## src/rtl/rib_pkg.sv

```systemverilog
// Shared types for the internal bus arbiter/router.
// Holds the FSM state enum and the master index constants.
package rib_pkg;

    typedef enum logic [1:0] {
        RIB_IDLE   = 2'd0,
        RIB_ACCESS = 2'd1,
        RIB_RESP   = 2'd2
    } rib_state_e;

    localparam logic [1:0] RIB_M_IF  = 2'd0;
    localparam logic [1:0] RIB_M_LS  = 2'd1;
    localparam logic [1:0] RIB_M_DBG = 2'd2;

endpackage

```

## src/rtl/rib_prio_enc.sv

```systemverilog
// Fixed-priority grant encoder: M2 > M1 > M0.
// Ports: req (3 request bits) -> gnt (winner index), valid (any request).
module rib_prio_enc
    import rib_pkg::*;
(
    input  logic [2:0] req,
    output logic [1:0] gnt,
    output logic       valid
);

    always_comb begin
        gnt   = RIB_M_IF;
        valid = |req;
        if (req[2]) begin
            gnt = RIB_M_DBG;
        end else if (req[1]) begin
            gnt = RIB_M_LS;
        end
    end

endmodule

```

## src/rtl/rib_arbiter.sv

```systemverilog
// Three-master to NUM_SLV-slave single-beat bus arbiter and router.
// Ports: clk_i/rst_i, per-master req/we/addr/wdata in and
// rdata/done/err out, registered slave strobes s_*, packed
// slave read data s_rdata_i, and hold_o stall request.
module rib_arbiter
    import rib_pkg::*;
#(
    parameter int ADDR_W  = 32,
    parameter int DATA_W  = 32,
    parameter int NUM_SLV = 4,
    parameter int SEL_MSB = 31,
    parameter int SEL_LSB = 28
) (
    input  logic                      clk_i,
    input  logic                      rst_i,
    input  logic                      m0_req_i,
    input  logic                      m0_we_i,
    input  logic [ADDR_W-1:0]         m0_addr_i,
    input  logic [DATA_W-1:0]         m0_wdata_i,
    output logic [DATA_W-1:0]         m0_rdata_o,
    output logic                      m0_done_o,
    output logic                      m0_err_o,
    input  logic                      m1_req_i,
    input  logic                      m1_we_i,
    input  logic [ADDR_W-1:0]         m1_addr_i,
    input  logic [DATA_W-1:0]         m1_wdata_i,
    output logic [DATA_W-1:0]         m1_rdata_o,
    output logic                      m1_done_o,
    output logic                      m1_err_o,
    input  logic                      m2_req_i,
    input  logic                      m2_we_i,
    input  logic [ADDR_W-1:0]         m2_addr_i,
    input  logic [DATA_W-1:0]         m2_wdata_i,
    output logic [DATA_W-1:0]         m2_rdata_o,
    output logic                      m2_done_o,
    output logic                      m2_err_o,
    output logic [NUM_SLV-1:0]        s_sel_o,
    output logic                      s_we_o,
    output logic [ADDR_W-1:0]         s_addr_o,
    output logic [DATA_W-1:0]         s_wdata_o,
    input  logic [NUM_SLV*DATA_W-1:0] s_rdata_i,
    output logic                      hold_o
);

    localparam int SW = SEL_MSB - SEL_LSB + 1;

    rib_state_e state_q, state_d;

    logic [1:0]         gnt, gnt_q;
    logic               gnt_vld;
    logic               we_d, we_q;
    logic [ADDR_W-1:0]  addr_d, addr_q;
    logic [DATA_W-1:0]  wdata_d, wdata_q;
    logic [SW-1:0]      idx_d;
    logic [NUM_SLV-1:0] sel_d, sel_q, tgt_q;
    logic               swe_q, bad_q;
    logic               load;
    logic               done_any, err_any;
    logic [DATA_W-1:0]  rd_sel, rd_any;

    rib_prio_enc u_prio (
        .req   ({m2_req_i, m1_req_i, m0_req_i}),
        .gnt   (gnt),
        .valid (gnt_vld)
    );

    always_comb begin
        we_d    = m0_we_i;
        addr_d  = m0_addr_i;
        wdata_d = m0_wdata_i;
        case (gnt)
            RIB_M_DBG: begin
                we_d    = m2_we_i;
                addr_d  = m2_addr_i;
                wdata_d = m2_wdata_i;
            end
            RIB_M_LS: begin
                we_d    = m1_we_i;
                addr_d  = m1_addr_i;
                wdata_d = m1_wdata_i;
            end
            default: ;
        endcase
    end

    // An out-of-range select field leaves sel_d all-zero,
    // which doubles as the decode-error flag.
    always_comb begin
        idx_d = addr_d[SEL_MSB:SEL_LSB];
        sel_d = '0;
        for (int k = 0; k < NUM_SLV; k++) begin
            if (idx_d == k[SW-1:0]) begin
                sel_d[k] = 1'b1;
            end
        end
    end

    assign load = (state_q == RIB_IDLE) && gnt_vld;

    always_comb begin
        state_d = state_q;
        case (state_q)
            RIB_IDLE:   if (gnt_vld) state_d = RIB_ACCESS;
            RIB_ACCESS: state_d = (bad_q || we_q) ? RIB_IDLE : RIB_RESP;
            RIB_RESP:   state_d = RIB_IDLE;
            default:    state_d = RIB_IDLE;
        endcase
    end

    always_ff @(posedge clk_i or posedge rst_i) begin
        if (rst_i) begin
            state_q <= RIB_IDLE;
            gnt_q   <= '0;
            we_q    <= 1'b0;
            addr_q  <= '0;
            wdata_q <= '0;
            tgt_q   <= '0;
            bad_q   <= 1'b0;
            sel_q   <= '0;
            swe_q   <= 1'b0;
        end else begin
            state_q <= state_d;
            if (load) begin
                gnt_q   <= gnt;
                we_q    <= we_d;
                addr_q  <= addr_d;
                wdata_q <= wdata_d;
                tgt_q   <= sel_d;
                bad_q   <= ~|sel_d;
                sel_q   <= sel_d;
                swe_q   <= we_d & (|sel_d);
            end else begin
                // Strobes live only for the single ACCESS cycle.
                sel_q <= '0;
                swe_q <= 1'b0;
            end
        end
    end

    assign s_sel_o   = sel_q;
    assign s_we_o    = swe_q;
    assign s_addr_o  = addr_q;
    assign s_wdata_o = wdata_q;

    always_comb begin
        rd_sel = '0;
        for (int k = 0; k < NUM_SLV; k++) begin
            if (tgt_q[k]) begin
                rd_sel = rd_sel | s_rdata_i[k*DATA_W +: DATA_W];
            end
        end
    end

    assign done_any = ((state_q == RIB_ACCESS) && (bad_q || we_q))
                    || (state_q == RIB_RESP);
    assign err_any  = (state_q == RIB_ACCESS) && bad_q;
    assign rd_any   = (state_q == RIB_RESP) ? rd_sel : '0;

    assign m0_done_o  = done_any && (gnt_q == RIB_M_IF);
    assign m1_done_o  = done_any && (gnt_q == RIB_M_LS);
    assign m2_done_o  = done_any && (gnt_q == RIB_M_DBG);
    assign m0_err_o   = err_any && (gnt_q == RIB_M_IF);
    assign m1_err_o   = err_any && (gnt_q == RIB_M_LS);
    assign m2_err_o   = err_any && (gnt_q == RIB_M_DBG);
    assign m0_rdata_o = (gnt_q == RIB_M_IF) ? rd_any : '0;
    assign m1_rdata_o = (gnt_q == RIB_M_LS) ? rd_any : '0;
    assign m2_rdata_o = (gnt_q == RIB_M_DBG) ? rd_any : '0;

    assign hold_o = m1_req_i & ~m1_done_o;

endmodule

```

## config.mk

```make
export PLATFORM = sky130hd
export DESIGN_NAME = rib_arbiter
export DESIGN_NICKNAME = d
export VERILOG_FILES = /design/src/rtl/rib_pkg.sv /design/src/rtl/rib_prio_enc.sv /design/src/rtl/rib_arbiter.sv
export SDC_FILE = /design/constraint.sdc
export NUM_CORES = 1
export LEC_CHECK = 0
export CAP_MARGIN = 0
export CORE_AREA = 2 2 193 195
export CTS_CLUSTER_DIAMETER = 200
export DETAILED_ROUTE_END_ITERATION = 6
export DIE_AREA = 0 0 195 197
export PLACE_DENSITY = 0.42
export SETUP_SLACK_MARGIN = 0.02
export SYNTH_ARGS = -nofsm -noshare
export SYNTH_HDL_FRONTEND = slang
export SYNTH_SLANG_ARGS = --single-unit
```

## constraint.sdc

```tcl
create_clock -name clk_i -period 2.9 [get_ports clk_i]
set_input_delay 0.29 -clock clk_i [delete_from_list [all_inputs] [get_ports clk_i]]
set_output_delay 0.29 -clock clk_i [all_outputs]
set_load 0.05 [all_outputs]
```

==> metrics.yaml, run 1 <==
outcome: "finished, final reports clean"
nets: 1452
slew_violations: 0
comb_power_w: 0.00504
ff_type: "dfrtp_1"
synth_warnings: 0
top_cell: "nor2_1"
r2r-start: "state_q[0]$_DFFE_PP0P_"
relSlewSlack_pct: 42.1
pg_seq_w: 0.00192
crit_start: "tgt_q[0]$_DFFE_PP0P_"
logic_family: "AND-OR/OR-AND gates"
top_cell_area_share_pct: 38.1
place_ws_ns: 0.617
p_clk_w: 0.00112
skew_ns: 0.00660
cts_buffer_depth: 2
grt_pass1_wl_um: 44500
cts_buffers: 9
common_cells: "nor2_1, dfrtp_1, nand2_1"
antenna_found_initial: 2
crit_required_ns: 2.61
dieArea_um2: 38400
met3WireLength_um: 2410
core_um2: 36300
ir_drop_uv: 363
drive_gt1_share_pct: 12.8
aoi_share_pct: 26.2
warning_count: 26
sequentialPowerShare_pct: 23.8
clk_share_pct: 2.42
cp_slowest_stage_delay_ns: 0.60
grt_max_degree: 79
p_int_w: 0.00404
ctsResizeCount: 0
ys_seq_elements: 79
final-nonclk-buf-share_pct: 50.8
sh_comb_area_pct: 24.8
pin_count: 500
wirelength_um: 31300
power.switching_w: 0.00404
cts_tree: "done"
async_flop_share_pct: 100
r2r_slack_ns: 1.11
dieHeight_um: 197
antennaDiodeCount: 2
worstPathCellList: "buf_4 -> a22o_1 -> a221oi_1 -> nor2_1 -> buf_12"
drtAntennaViolNets: 0
ys_chip_area_um2: 5190
maxPowerGroup: "combinational logic"
cp.arrival_ns: 2.35
grt_pass1_vias: 6670
fmax_mhz: 378
cp-start-kind: "register"
ys_cells: 652
clk-insertion-delay-late_ns: 0.34
grt_use_total_pct: 15.6
signal_buffers: 523
grt-busiest-layer: "met2"
hpwl_um: 25800
simple_gate_share_pct: 21.2
reg2reg_depth: 5
seq_area_share_pct: 16.9
cts_sinks: 79
place_area_um2: 11400
worst_pin_slew_ns: 0.869
syn-num-nets: 980
**Run 1: floorplan with the power grid**

Drawn at 2 px/um. Pins as bars on the die edge.
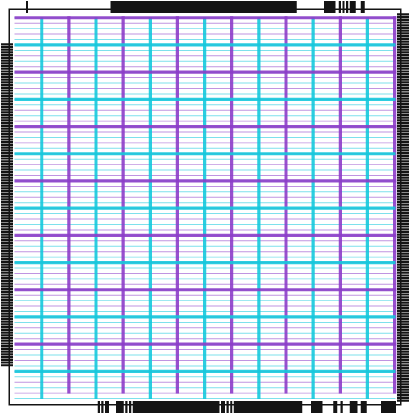
[VDD] purple
[VSS] cyan
met4 straps: 14
signal pins: 500
met5 straps: 14

**Run 1: clock distribution**

Drawn at 3 px/um.
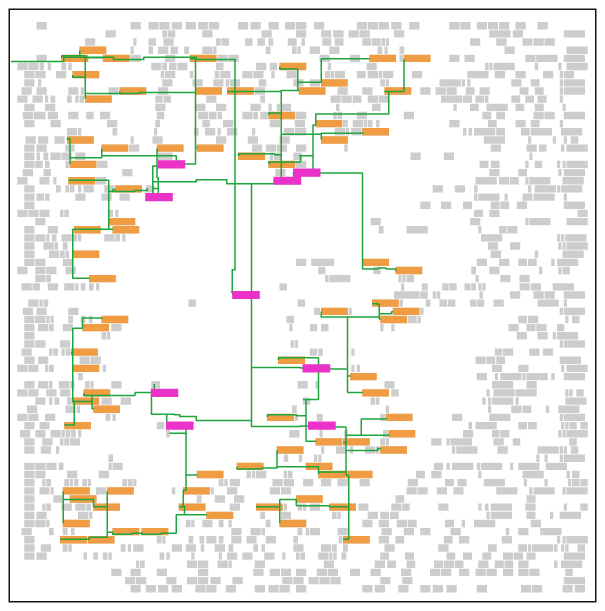
[flip-flops] orange | count: 79
[clock-net drivers] magenta | count: 9
[clock wires] green | length: 1,500 um
routed clock nets: 10

**Run 1: congestion heat map**

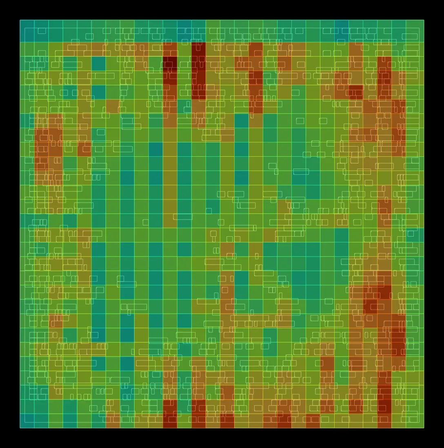
GRT met2 Usage: 28.7%
Routed WL per cell: 19.6 um
GRT met3 Usage: 4.62%
final core occ: 32.3%
grt met1 use: 17.5%

==> run 2, diff against run 1 <==
--- a/config.mk
+++ b/config.mk
@@ -8,6 +8,7 @@
 export CAP_MARGIN = 0
 export CORE_AREA = 2 2 193 195
 export CTS_CLUSTER_DIAMETER = 200
+export CTS_CLUSTER_SIZE = 25
 export DETAILED_ROUTE_END_ITERATION = 6
 export DIE_AREA = 0 0 195 197
 export PLACE_DENSITY = 0.42
**Run 2: floorplan with the power grid**

Drawn at 2 px/um. Pins as bars on the die edge.
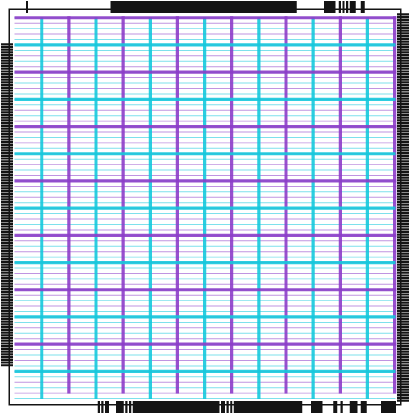
[VSS] cyan
[VDD] purple
met4 straps: 14
signal pins: 500
met5 straps: 14
met1 rails: 71
core area: 36,300 um2
die width: 195 um
Peak VDD IR: 363 uV
die height: 197 um

**Run 2: sequential cells colored by netlist name**

Drawn at 2 px/um. Other sequential cells in the stronger gray, the rest of the logic in the fainter gray.
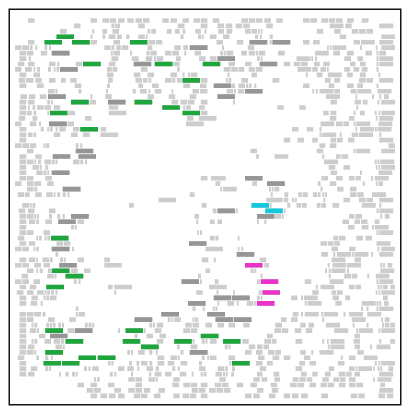
[tgt_q] magenta | flops: 4
[state_q] cyan | flops: 2
[s_wdata_o] green | flops: 32
not colored: 41

**Run 2: congestion heat map**

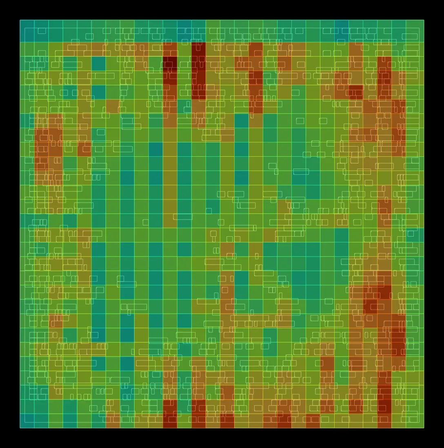
Top Usage Layer GRT: met2
Overall Global Routing Usage: 15.6%

==> metrics.yaml, run 2 <==
outcome: "finished, final reports clean"
skew_ns: 0.00660  # unchanged
ys_chip_area_um2: 5190  # unchanged
maxPowerGroup: "combinational logic"
common_cells: "nor2_1, dfrtp_1, nand2_1"
worstPathCellList: "buf_4 -> a22o_1 -> a221oi_1 -> nor2_1 -> buf_12"
ys_cells: 652  # unchanged
grt.met3_usage_pct: 4.62  # unchanged
top_cell_area_share_pct: 38.1  # unchanged
seq_area_share_pct: 16.9  # unchanged
p_int_w: 0.00404  # unchanged
ctsResizeCount: 0  # unchanged
synth_warnings: 0  # unchanged
antennaDiodeCount: 2  # unchanged
utilization_pct: 32.3  # unchanged
met2_usage_pct: 28.7  # unchanged
drive_gt1_share_pct: 12.8  # unchanged
cp-start-kind: "register"
met3WireLength_um: 2410  # unchanged
pg_seq_w: 0.00192  # about the same
r2r-start: "state_q[0]$_DFFE_PP0P_"
sh_comb_area_pct: 24.8  # unchanged
pin_count: 500  # unchanged
signal_buffers: 523  # unchanged
grt_pass1_vias: 6670  # unchanged
sequentialPowerShare_pct: 23.8  # about the same
final-nonclk-buf-share_pct: 50.8  # unchanged
p_clk_w: 0.00112  # about the same
slew_violations: 0  # unchanged
grt_pass1_wl_um: 44500  # unchanged
fmax_mhz: 378  # unchanged
async_flop_share_pct: 100  # unchanged
clk_share_pct: 2.42  # unchanged
place_ws_ns: 0.617  # unchanged
warning_count: 26  # unchanged
crit_required_ns: 2.61  # about the same
simple_gate_share_pct: 21.2  # unchanged
ys_seq_elements: 79  # unchanged
comb_power_w: 0.00504  # about the same
antenna_found_initial: 2  # unchanged
worst_pin_slew_ns: 0.869  # unchanged
aoi_share_pct: 26.2  # unchanged
cp.arrival_ns: 2.35  # about the same
ff_type: "dfrtp_1"
==> run 3, diff against run 2 <==
--- a/config.mk
+++ b/config.mk
@@ -5,7 +5,7 @@
 export SDC_FILE = /design/constraint.sdc
 export NUM_CORES = 1
 export LEC_CHECK = 0
-export CAP_MARGIN = 0
+export CAP_MARGIN = 10
 export CORE_AREA = 2 2 193 195
 export CTS_CLUSTER_DIAMETER = 200
 export CTS_CLUSTER_SIZE = 25
**Run 3: congestion heat map**

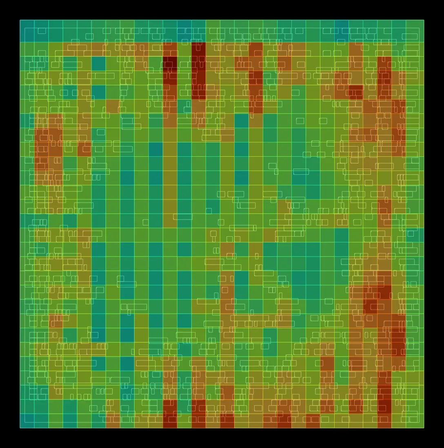

**Run 3: placement by cell class**

Drawn at 2 px/um. Fill, decap, tap and diode cells in gray.
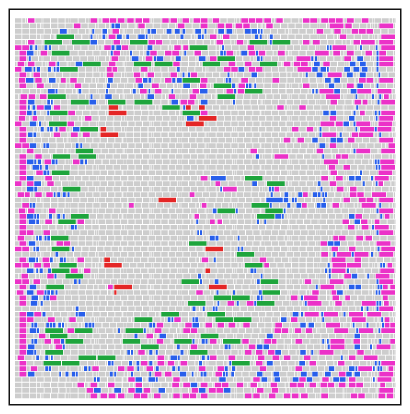
[remaining logic cells] blue | cells: 511 | share of their area: 26%
[sequential cells] green | cells: 79 | share of their area: 18%
[remaining buffers and delay cells] magenta | cells: 523 | share of their area: 53%
[clock drivers and dummy loads] red | cells: 16 | share of their area: 2.5%

**Run 3: floorplan with the power grid**

Drawn at 2 px/um. Pins as bars on the die edge.
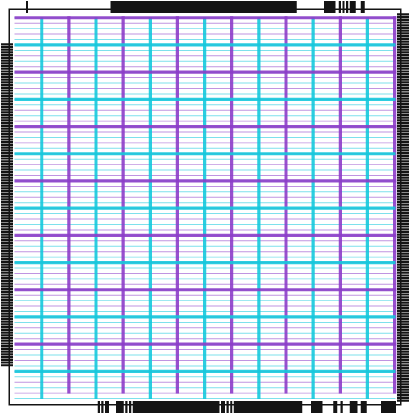
[VSS] cyan
[VDD] purple
rows: 70
met1 rails: 71
met4 straps: 14

==> metrics.yaml, run 3 <==
grtUsageMet1_pct: 17.5
common_cells: "nor2_1, dfrtp_1, nand2_1"
fp.dieW_um: 195  # unchanged
ff_type: "dfrtp_1"
grt-ovfl-total: 0
pin_count: 500  # unchanged
slew_violations: 0  # unchanged
place_ws_ns: 0.617  # unchanged
outcome: "finished, final reports clean"
maxPowerGroup: "combinational logic"
utilization_pct: 32.3  # unchanged
antennaDiodeCount: 2  # unchanged
dieHeight_um: 197  # unchanged
simple_gate_share_pct: 21.2  # unchanged
seq_area_share_pct: 16.9  # unchanged
skew_ns: 0.00660  # unchanged
top_cell_area_share_pct: 38.1  # unchanged
aoi_share_pct: 26.2  # unchanged
grt-busiest-layer: "met2"
ir_drop_uv: 363  # unchanged
grt_pass1_vias: 6670  # unchanged
crit_path_max_fanout: 18
worstPathCellList: "buf_4 -> a22o_1 -> a221oi_1 -> nor2_1 -> buf_12"
signal_buffers: 523  # unchanged
core_um2: 36300  # unchanged
drive_gt1_share_pct: 12.8  # unchanged
synth_warnings: 0  # unchanged
crit_required_ns: 2.61  # about the same
grt_pass1_wl_um: 44500  # unchanged
ys_chip_area_um2: 5190  # unchanged
sequentialPowerShare_pct: 23.8  # about the same
sh_comb_area_pct: 24.8  # unchanged
grt_use_total_pct: 15.6  # unchanged
cp-start-kind: "register"
worst_pin_slew_ns: 0.869  # unchanged
p_clk_w: 0.00112  # about the same
grt.met3_usage_pct: 4.62  # unchanged
met3WireLength_um: 2410  # unchanged
met2_usage_pct: 28.7  # unchanged
antenna_found_initial: 2  # unchanged
fmax_mhz: 378  # unchanged
hpwl_um: 25800
p_int_w: 0.00404  # unchanged
ctsResizeCount: 0  # unchanged
ys_seq_elements: 79  # unchanged
logic_family: "AND-OR/OR-AND gates"
ys_cells: 652  # unchanged
cp.arrival_ns: 2.35  # about the same
async_flop_share_pct: 100  # unchanged
